<file path="src/rtl/sync_fifo_bram_fwft_if.sv">
// FIFO-side handshake bundle for sync_fifo_bram_fwft: write port, FWFT read port,
// occupancy and status flags. The producer/consumer uses master, the FIFO uses slave.
interface sync_fifo_bram_fwft_if #(
    parameter int DATA_WIDTH = 24,
    parameter int SIZE       = 31
);
    localparam int CW = $clog2(SIZE) + 1;

    logic                  flush;
    logic                  fifo_wr_en;
    logic [DATA_WIDTH-1:0] fifo_wr_data;
    logic                  fifo_full_n;
    logic                  fifo_afull;
    logic                  fifo_rd_en;
    logic [DATA_WIDTH-1:0] fifo_rd_data;
    logic                  fifo_empty_n;
    logic                  fifo_aempty;
    logic                  overflow;
    logic                  underflow;
    logic [CW-1:0]         cnt;

    modport master (
        output flush, fifo_wr_en, fifo_wr_data, fifo_rd_en,
        input  fifo_full_n, fifo_afull, fifo_rd_data, fifo_empty_n,
               fifo_aempty, overflow, underflow, cnt
    );

    modport slave (
        input  flush, fifo_wr_en, fifo_wr_data, fifo_rd_en,
        output fifo_full_n, fifo_afull, fifo_rd_data, fifo_empty_n,
               fifo_aempty, overflow, underflow, cnt
    );
endinterface

</file>
<file path="src/rtl/sync_fifo_bram_fwft.sv">
// FWFT FIFO controller around an external simple-dual-port BRAM (A write, B read),
// with a small register output buffer that hides the configurable BRAM read latency.
module sync_fifo_bram_fwft #(
    parameter int SIZE          = 31,
    parameter int DATA_WIDTH    = 24,
    parameter int ADDR_WIDTH    = $clog2(SIZE),
    parameter int READ_LATENCY  = 1,
    parameter int AFULL_THRESH  = SIZE - 2,
    parameter int AEMPTY_THRESH = 1
) (
    input  logic                  clk,
    input  logic                  reset_n,
    sync_fifo_bram_fwft_if.slave  f,
    output logic                  bram_clka,
    output logic                  bram_clkb,
    output logic                  bram_rsta,
    output logic                  bram_rstb,
    output logic                  bram_ena,
    output logic                  bram_wea,
    output logic [ADDR_WIDTH-1:0] bram_addra,
    output logic [DATA_WIDTH-1:0] bram_dina,
    output logic                  bram_enb,
    output logic [ADDR_WIDTH-1:0] bram_addrb,
    input  logic [DATA_WIDTH-1:0] bram_doutb,
    input  logic                  bram_rst_busy
);
    localparam int CW  = ADDR_WIDTH + 1;
    localparam int OB  = READ_LATENCY + 1;
    localparam int OBW = $clog2(OB);
    localparam int OW  = $clog2(OB + 2) + 1;

    localparam logic [CW-1:0]         SIZE_C   = CW'(SIZE);
    localparam logic [CW-1:0]         AFULL_C  = CW'(AFULL_THRESH);
    localparam logic [CW-1:0]         AEMPTY_C = CW'(AEMPTY_THRESH);
    localparam logic [ADDR_WIDTH-1:0] PTR_LAST = ADDR_WIDTH'(SIZE - 1);
    localparam logic [OBW-1:0]        OB_LAST  = OBW'(OB - 1);
    localparam logic [OW-1:0]         OB_C     = OW'(OB);

    logic                    ready_q;
    logic [ADDR_WIDTH-1:0]   wp_q, wp_d, rp_q, rp_d;
    logic [CW-1:0]           cnt_q, cnt_d, bcnt_q, bcnt_d;
    logic [READ_LATENCY-1:0] vld_q, vld_d;
    logic [DATA_WIDTH-1:0]   obuf_q [OB];
    logic [OBW-1:0]          oh_q, oh_d, ot_q, ot_d;
    logic [OW-1:0]           ocnt_q, ocnt_d;
    logic                    ovf_q, ovf_d, udf_q, udf_d;

    logic                    ready, full_n, empty_n, wr_acc, pop, push, issue, room;
    logic [OW-1:0]           inflight;

    function automatic logic [ADDR_WIDTH-1:0] ptr_inc(input logic [ADDR_WIDTH-1:0] p);
        return (p == PTR_LAST) ? '0 : p + ADDR_WIDTH'(1);
    endfunction

    function automatic logic [OBW-1:0] ob_inc(input logic [OBW-1:0] p);
        return (p == OB_LAST) ? '0 : p + OBW'(1);
    endfunction

    assign ready   = ready_q & ~bram_rst_busy;
    assign full_n  = ready & (cnt_q != SIZE_C);
    assign empty_n = (ocnt_q != '0);
    assign wr_acc  = f.fifo_wr_en & full_n;
    assign pop     = f.fifo_rd_en & empty_n;
    assign push    = vld_q[READ_LATENCY-1];

    always_comb begin
        inflight = '0;
        for (int i = 0; i < READ_LATENCY; i++) begin
            inflight = inflight + OW'(vld_q[i]);
        end
    end

    // A pop in the same cycle frees a slot, which is what keeps the read stream bubble-free.
    assign room  = (ocnt_q + inflight) < (pop ? OB_C + OW'(1) : OB_C);
    assign issue = (bcnt_q != '0) & room & ready & ~f.flush;

    always_comb begin
        wp_d   = wr_acc ? ptr_inc(wp_q) : wp_q;
        rp_d   = issue ? ptr_inc(rp_q) : rp_q;
        vld_d  = (vld_q << 1) | READ_LATENCY'(issue);
        ot_d   = push ? ob_inc(ot_q) : ot_q;
        oh_d   = pop ? ob_inc(oh_q) : oh_q;
        ovf_d  = ovf_q | (f.fifo_wr_en & ~full_n);
        udf_d  = udf_q | (f.fifo_rd_en & ~empty_n);

        case ({wr_acc, pop})
            2'b10:   cnt_d = cnt_q + CW'(1);
            2'b01:   cnt_d = cnt_q - CW'(1);
            default: cnt_d = cnt_q;
        endcase
        case ({wr_acc, issue})
            2'b10:   bcnt_d = bcnt_q + CW'(1);
            2'b01:   bcnt_d = bcnt_q - CW'(1);
            default: bcnt_d = bcnt_q;
        endcase
        case ({push, pop})
            2'b10:   ocnt_d = ocnt_q + OW'(1);
            2'b01:   ocnt_d = ocnt_q - OW'(1);
            default: ocnt_d = ocnt_q;
        endcase

        // Flush wins over everything, including a write or a return landing this edge.
        if (f.flush) begin
            wp_d   = '0;
            rp_d   = '0;
            cnt_d  = '0;
            bcnt_d = '0;
            vld_d  = '0;
            ot_d   = '0;
            oh_d   = '0;
            ocnt_d = '0;
            ovf_d  = 1'b0;
            udf_d  = 1'b0;
        end
    end

    always_ff @(posedge clk or negedge reset_n) begin
        if (!reset_n) begin
            ready_q <= 1'b0;
            wp_q    <= '0;
            rp_q    <= '0;
            cnt_q   <= '0;
            bcnt_q  <= '0;
            vld_q   <= '0;
            oh_q    <= '0;
            ot_q    <= '0;
            ocnt_q  <= '0;
            ovf_q   <= 1'b0;
            udf_q   <= 1'b0;
        end else begin
            ready_q <= 1'b1;
            wp_q    <= wp_d;
            rp_q    <= rp_d;
            cnt_q   <= cnt_d;
            bcnt_q  <= bcnt_d;
            vld_q   <= vld_d;
            oh_q    <= oh_d;
            ot_q    <= ot_d;
            ocnt_q  <= ocnt_d;
            ovf_q   <= ovf_d;
            udf_q   <= udf_d;
        end
    end

    // Data storage needs no reset; occupancy is tracked by the reset pointers.
    always_ff @(posedge clk) begin
        if (push) begin
            obuf_q[ot_q] <= bram_doutb;
        end
    end

    assign f.fifo_full_n  = full_n;
    assign f.fifo_empty_n = empty_n;
    assign f.fifo_rd_data = obuf_q[oh_q];
    assign f.fifo_afull   = (cnt_q >= AFULL_C);
    assign f.fifo_aempty  = (cnt_q <= AEMPTY_C);
    assign f.overflow     = ovf_q;
    assign f.underflow    = udf_q;
    assign f.cnt          = cnt_q;

    assign bram_clka  = clk;
    assign bram_clkb  = clk;
    assign bram_rsta  = ~reset_n;
    assign bram_rstb  = ~reset_n;
    assign bram_ena   = wr_acc;
    assign bram_wea   = wr_acc;
    assign bram_addra = wp_q;
    assign bram_dina  = f.fifo_wr_data;
    assign bram_enb   = issue;
    assign bram_addrb = rp_q;
endmodule

</file>
<file path="src/flat_wrapper.sv">
// flat-port wrapper written by rule: the top's interface ports become plain ports
module sync_fifo_bram_fwft_flat 
#(
    parameter int SIZE          = 31,
    parameter int DATA_WIDTH    = 24,
    parameter int ADDR_WIDTH    = $clog2(SIZE),
    parameter int READ_LATENCY  = 1,
    parameter int AFULL_THRESH  = SIZE - 2,
    parameter int AEMPTY_THRESH = 1
)
  (clk, reset_n, bram_clka, bram_clkb, bram_rsta, bram_rstb, bram_ena, bram_wea, bram_addra, bram_dina, bram_enb, bram_addrb, bram_doutb, bram_rst_busy, f_flush, f_fifo_wr_en, f_fifo_wr_data, f_fifo_rd_en, f_fifo_full_n, f_fifo_afull, f_fifo_rd_data, f_fifo_empty_n, f_fifo_aempty, f_overflow, f_underflow, f_cnt);
  sync_fifo_bram_fwft_if #(.DATA_WIDTH(DATA_WIDTH), .SIZE(SIZE)) f_i ();
  input  logic clk;
  input  logic reset_n;
  output logic bram_clka;
  output logic bram_clkb;
  output logic bram_rsta;
  output logic bram_rstb;
  output logic bram_ena;
  output logic bram_wea;
  output logic [ADDR_WIDTH-1:0] bram_addra;
  output logic [DATA_WIDTH-1:0] bram_dina;
  output logic bram_enb;
  output logic [ADDR_WIDTH-1:0] bram_addrb;
  input  logic [DATA_WIDTH-1:0] bram_doutb;
  input  logic bram_rst_busy;
  input wire logic [$bits(f_i.flush)-1:0] f_flush;
  input wire logic [$bits(f_i.fifo_wr_en)-1:0] f_fifo_wr_en;
  input wire logic [$bits(f_i.fifo_wr_data)-1:0] f_fifo_wr_data;
  input wire logic [$bits(f_i.fifo_rd_en)-1:0] f_fifo_rd_en;
  output wire logic [$bits(f_i.fifo_full_n)-1:0] f_fifo_full_n;
  output wire logic [$bits(f_i.fifo_afull)-1:0] f_fifo_afull;
  output wire logic [$bits(f_i.fifo_rd_data)-1:0] f_fifo_rd_data;
  output wire logic [$bits(f_i.fifo_empty_n)-1:0] f_fifo_empty_n;
  output wire logic [$bits(f_i.fifo_aempty)-1:0] f_fifo_aempty;
  output wire logic [$bits(f_i.overflow)-1:0] f_overflow;
  output wire logic [$bits(f_i.underflow)-1:0] f_underflow;
  output wire logic [$bits(f_i.cnt)-1:0] f_cnt;
  assign f_i.flush = f_flush;
  assign f_i.fifo_wr_en = f_fifo_wr_en;
  assign f_i.fifo_wr_data = f_fifo_wr_data;
  assign f_i.fifo_rd_en = f_fifo_rd_en;
  assign f_fifo_full_n = f_i.fifo_full_n;
  assign f_fifo_afull = f_i.fifo_afull;
  assign f_fifo_rd_data = f_i.fifo_rd_data;
  assign f_fifo_empty_n = f_i.fifo_empty_n;
  assign f_fifo_aempty = f_i.fifo_aempty;
  assign f_overflow = f_i.overflow;
  assign f_underflow = f_i.underflow;
  assign f_cnt = f_i.cnt;
  sync_fifo_bram_fwft #(.SIZE(SIZE), .DATA_WIDTH(DATA_WIDTH), .ADDR_WIDTH(ADDR_WIDTH), .READ_LATENCY(READ_LATENCY), .AFULL_THRESH(AFULL_THRESH), .AEMPTY_THRESH(AEMPTY_THRESH)) u_core (.clk(clk), .reset_n(reset_n), .f(f_i), .bram_clka(bram_clka), .bram_clkb(bram_clkb), .bram_rsta(bram_rsta), .bram_rstb(bram_rstb), .bram_ena(bram_ena), .bram_wea(bram_wea), .bram_addra(bram_addra), .bram_dina(bram_dina), .bram_enb(bram_enb), .bram_addrb(bram_addrb), .bram_doutb(bram_doutb), .bram_rst_busy(bram_rst_busy));
endmodule
</file>
<file path="config.mk">
export PLATFORM = sky130hd
export DESIGN_NAME = sync_fifo_bram_fwft_flat
export DESIGN_NICKNAME = d
export VERILOG_FILES = /design/src/rtl/sync_fifo_bram_fwft_if.sv /design/src/rtl/sync_fifo_bram_fwft.sv /design/src/flat_wrapper.sv
export SDC_FILE = /design/constraint.sdc
export NUM_CORES = 1
export LEC_CHECK = 0
export CAP_MARGIN = 5
export CORE_MARGIN = 4
export CORE_UTILIZATION = 40
export DETAILED_ROUTE_END_ITERATION = 8
export PLACE_DENSITY = 0.74
export REMOVE_ABC_BUFFERS = 1
export SLEW_MARGIN = 20
export SYNTH_ARGS = -nofsm -noshare
export SYNTH_HDL_FRONTEND = slang
export SYNTH_SLANG_ARGS = --single-unit
export TNS_END_PERCENT = 5
</file>
<file path="constraint.sdc">
create_clock -name clk -period 4.51 [get_ports clk]
set_clock_uncertainty 0.2 [all_clocks]
set_input_delay 1.1275 -clock clk [delete_from_list [all_inputs] [get_ports clk]]
set_output_delay 1.1275 -clock clk [all_outputs]
set_load 0.02 [all_outputs]
</file>
==> impl_metrics.yaml <==
# synthesis and place-and-route metrics
cts:
  post_cts_buffers: 0
  cts_tree: "yes"
synthesis:
  syn_area_mm2: 0.00393
  top_cells_by_count: "48 x edfxtp_1, 31 x dfrtp_1, 28 x buf_4"
  synth_cells: 313
  synth_flop_count: 79
  topCellsByArea: "edfxtp_1 37%, dfrtp_1 20%, mux2_2 7.2%"
critical_path:
  arrival_ns: 3.01
  critPathLaunch: "clk"
  critPathKind: "clk -> out"
  required_ns: 3.18
  r2r-end: "u_core.bcnt_q[5]$_DFFE_PN0P_"
  critPathBufInv: 3
  r2r_cells: 14
outcome:
  run_status: "finished clean"
die:
  nWellTaps: 129
  core_area_mm2: 0.00942
  row_count: 35
sta:
  setup_viol: 0
  hold_viol_final: 0
detailed_routing:
  firstDrtPassIters: 4
  wl_per_cell_um: 16.9
  drtIter0Drc: 163
finish:
  signal_buffers: 91
  non_clock_buffer_area_share: 0.178
placement:
  pre_cts_ws_ns: -0.0167
global_route:
  gr-usage-all-layers: 0.157
power:
  p_switching_uw: 833
  p_total_uw: 2400
power groups by stage:
stage | Combinational [uW] | Clock, uW | Sequential [uW]
after global placement | 854 | 59.6 | 913
after floorplan | 468 | 0 | 954
after detailed placement | 867 | 59.6 | 915
after CTS | 875 | 655 | 901
after global routing | 931 | 694 | 914
final | 866 | 635 | 902
kinds of logic (layout without fill, tap and decap cells):
| group | after synthesis | count (layout) | synth area share |
|---|---|---|---|
| AND-OR/OR-AND | 48 | 48 | 0.0914 |
| XOR/XNOR | 13 | 13 | 0.0290 |
| adder cells (fa/ha/maj) | 15 | 15 | 0.0516 |
| buffers and inverters | 49 | 123 | 0.0739 |
| flip-flops | 79 | 79 | 0.565 |
| multiplexers | 31 | 31 | 0.0870 |
| other | 1 | 1 | 0.000955 |
| AND/OR/NAND/NOR | 77 | 77 | 0.102 |
cell usage in the layout (no fill, tap or decap), types with 3 or more instances in the layout:
cell and count:
clkdlybuf4s50_1 81, edfxtp_1 48, dfrtp_1 31, mux2_2 25, nor2_1 23, nand2_1 16
ha_1 13, clkbuf_8 13, xnor2_1 12, buf_4 11, a21oi_1 10, inv_1 8
o31ai_1 7, o21ai_0 7, nor3_1 6, mux2i_1 6, nand3_1 6, or3_1 5
a211oi_1 4, or2_2 3, or4_1 3, or4b_1 3, inv_6 3
per-stage QoR:
| step | hold WS (ns) | std cells | cell area [um^2] | setup TNS (ns) |
|---|---|---|---|---|
| after floorplan | 0.316 | 274 | 3670 | 0 |
| after global placement | 0.285 | 496 | 4740 | 0 |
| after detailed placement | 0.298 | 496 | 4740 | -0.0167 |
| after CTS | 0.318 | 516 | 4970 | 0 |
| after global routing | 0.337 | 516 | 4980 | 0 |
| final | 0.312 | 516 | 4980 | 0 |
Wires at chosen ports, followed through buffers:
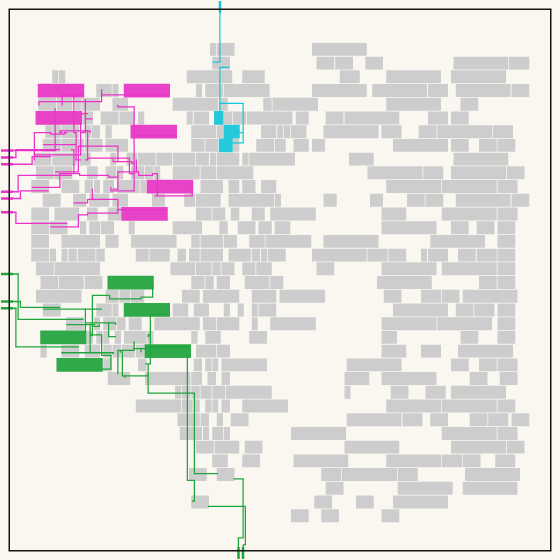
| port | color | direction | edge | end cells | wire |
|---|---|---|---|---|---|
| `f_cnt` | magenta | output | left | 6 | 348 um |
| `f_fifo_rd_en` | cyan | input | top | 3 | 39.3 um |
| `bram_addra` | green | output | 3 left, 2 bottom | 5 | 288 um |

Track usage over the die:
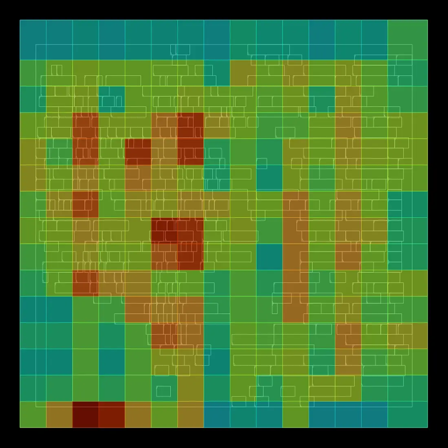
grt peak-use layer: met2
Final Util: 0.529
met2 usage: 0.235
GR Layer Usage met3: 0.0692

Power is estimated from default activity; no workload was simulated.
